Fig. 1: clock wires, drivers and flops
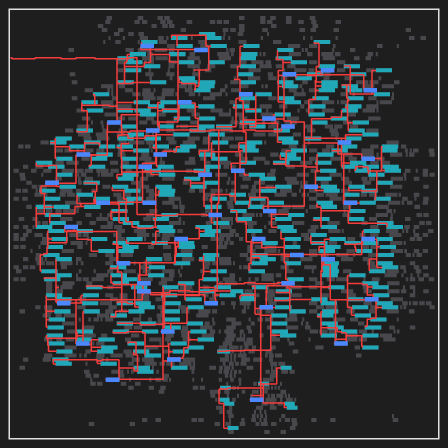
Fig. 2: cell placement
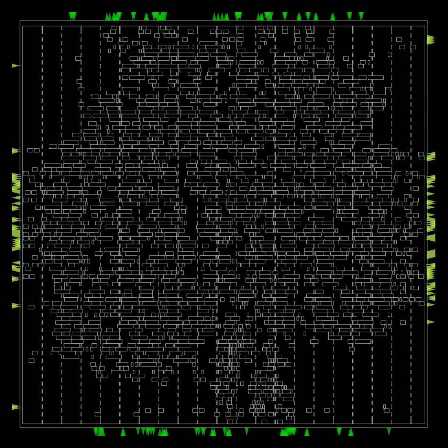
Fig. 3: cell sizes after repair
The bar under the picture is 100 um long.
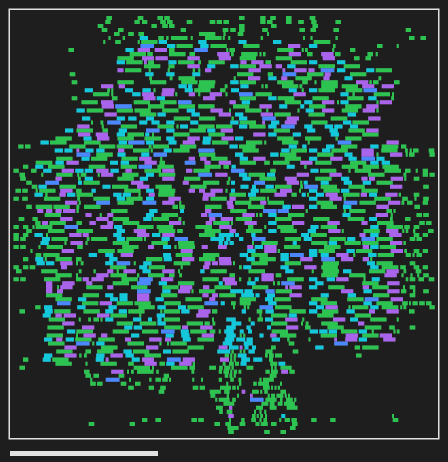
Fig. 4: sequential cells grouped by signal name
The bar under the picture is 100 um long.
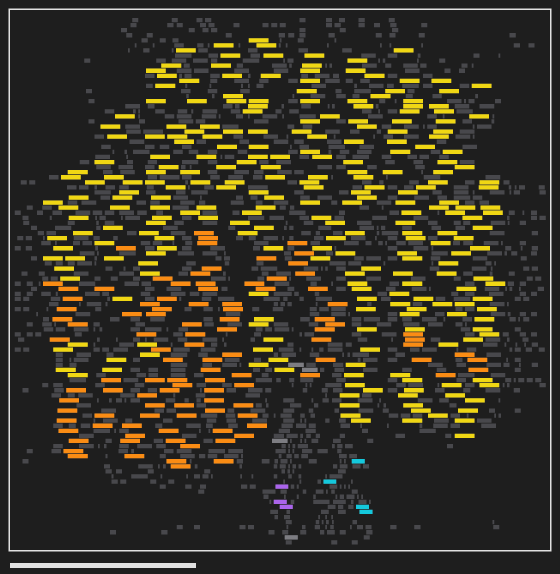
Design issue_queue, sky130hd; sources not shown.
==> results.txt <==
impl run done, here's what came out: Max Slew Vio Count 0, Leak 0.009744 uW, fin crit share 76.72%, Critical path buffers and inverters 2, Most common reg cell edfxtp_1, Hold Path Cell Cnt 2, Post CTS Setup Buffer Count 0, asr flop ratio synth 0%, CP Data Arrival Time 3.74 ns, Worst path top cell family by delay buffers and inverters, met1 WL 31110 um, met2 routed WL 36660 um, CTS tree built, Comb. pwr 3500 uW, comb area leader multiplexers, switching portion of total power 33.91%, CP cell instances buf_4 > mux4_2 > mux2i_1 > nor2_1 > clkdlybuf4s50_1, maximum buffer depth of the clock tree 3, Area after DPL 26110 um2, vias in the first global route 14770, yosys cell count 1363, Crit Path Max Fanout 37, Die X 289.6 um, met3 wire length 3131 um, Setup Viol. Count Final 0, Largest register FFs 256, logic gate share of total power 36.6%, Synth mux share 41.78%, Worst setup SP type register, xor+xnor area frac 0.4080%, IO Pins 196, post-synth cell types 46, Via density 5.097, # DRC 0, Power, Total 9546 uW, pin count of the biggest net entering global routing 53, # H-tree levels 2, Die Y-Extent 289.6 um, DP Worst Slack 1.436 ns, Peak VDD IR 0.2540 mV, Worst path depth 5, Seq pwr share 33.5%, gr busiest metal met2, Complex Gates by Area 1.436%, area of the die 83880 um2, drt wl/cell 27.36 um, Fin. Hold Viols 0, Syn Nets 1482, Worst setup EP type output port, post-cts hold buffer count 0, WS Path Type reg2out, clk slew on worst S/H paths 0.06 ns, area figure in the yosys stat output 23000 um2, top post-synthesis cells by area edfxtp_1 (47%), mux2_4 (18%), mux4_2 (18%), largest area contributor in the netlist edfxtp_1, DRT Pass-1 Iters 5, M2 GR Usage 30.36%, Tmin final 4.296 ns, max-cap viol count 0, I/O Buffers 195, Hold Slack 0.5835 ns, TNS Setup 0 ns, flip-flops with a built-in enable 360, register area share after synthesis 47.95%, initial DRC count 806, layout cells sized above 1 42.22%, Slew @ Worst Pin 0.9691 ns, global-route wire length before repair 104400 um, DP Wirelength 45200 um, GR Util met1 22.15%, synthesized area 23000 um2, final RePlAce weighted congestion 0.7355, WP data required 5.04 ns, PwrDens 347.1 nW/um2, simple share 4.047%, Post-CTS Resized 0, Slew HR 35.40%, outcome finished, final reports clean, routed wire length 72260 um, flop2flop setup slack 1.45 ns, Top-area cell share 47.00%, Yosys top cell by instances edfxtp_1, RSZ-0062 raised after global routing false, Yosys reg bits 371, gr usage total 17.17%, fp util 28.42%, CP max stage cell buf_4, Log Warnings 31, CP peak stage delay 0.75 ns, clock sink count 371, R2R cell count 8, gr ovfl total 0, hold crit path type reg2reg, fmax 232.8 MHz, ANT nets after route 0, top sig layer met5, Top pwr grp combinational logic, via count 13460, Cells after Synth 1363, initial antenna violation count 3, Pint 6309 uW, Ys Warns 0, Post-synth top cells edfxtp_1 (360), mux2_4 (280), mux4_2 (180), number of buffers created by CTS 45, Clk Tree Root Cell clkbuf_16, Layout Nets 1665, placed insts 2559, adder share 1.273%, NetSw 3238 uW, mean post-synth cell area 16.88 um2, total core area 80940 um2, grt met3 use 2.575%
Notes on Fig. 1 above:
Red stands for clock wires, length 5980 um. Cyan stands for flip-flops, count 371. Blue stands for cells driving clock nets, count 45.
There are 46 routed clock nets.
Insertion Delay late pin: 0.58 ns
final clock skew: 0.01462 ns
Clk power: 2850 uW
Clk pwr share: 29.8%

Notes on Fig. 2 above:
fin cells: 2641
flop share of the area: 40.15%
# rows: 104

Notes on Fig. 3 above:
Purple stands for drive 2, cells 274, share 17%. Blue stands for drive 6 and up, cells 53, share 3.4%. Green stands for drive 1 or less, cells 913, share 58%. Cyan stands for drive 3 to 4, cells 340, share 22%.
number of non-clock buffers: 235
fin area: 27500 um2
Setup WS post-layout: 1.304 ns
Syn-to-layout area delta: 19.57%

Notes on Fig. 4 above:
Orange stands for `pc_mem`, placed flops 104. Yellow stands for `inst_mem`, placed flops 256. Purple stands for `tail`, placed flops 3. Cyan stands for `count`, placed flops 4.
Another 4 sequential cells are not colored.
P_seq: 3200 uW
FF/Latch Area: 11040 um2
Finished Core Util: 33.98%

==> cells in the final DEF (no fill, tap or decap), types with 4 or more instances in the layout <==
master	n
ha_1	16
and2_1	6
mux2i_1	45
mux2_2	78
edfxtp_1	360
buf_4	37
dfxtp_1	8
clkinv_2	9
clkdlybuf4s50_1	195
a21oi_1	47
mux2_4	280
clkbuf_1	12
nand3_1	4
nand3_4	8
clkbuf_16	46
fa_1	4
clkinv_1	10
nor2_1	62
inv_1	18
mux4_2	180
nand2_1	98
a21oi_4	5
==> layout make-up <==
class                   instances  area, um2
well taps                    1060       1326
diodes                          1      2.502
multi-input cells             874      11380
clock inverters                23      191.4
fillers                      8260      53430
flip-flops and latches        371      11040
repair buffers                235       2290
inverters                      19      72.57
clock buffers                  58       1196
Power is estimated from default activity; no workload was simulated.
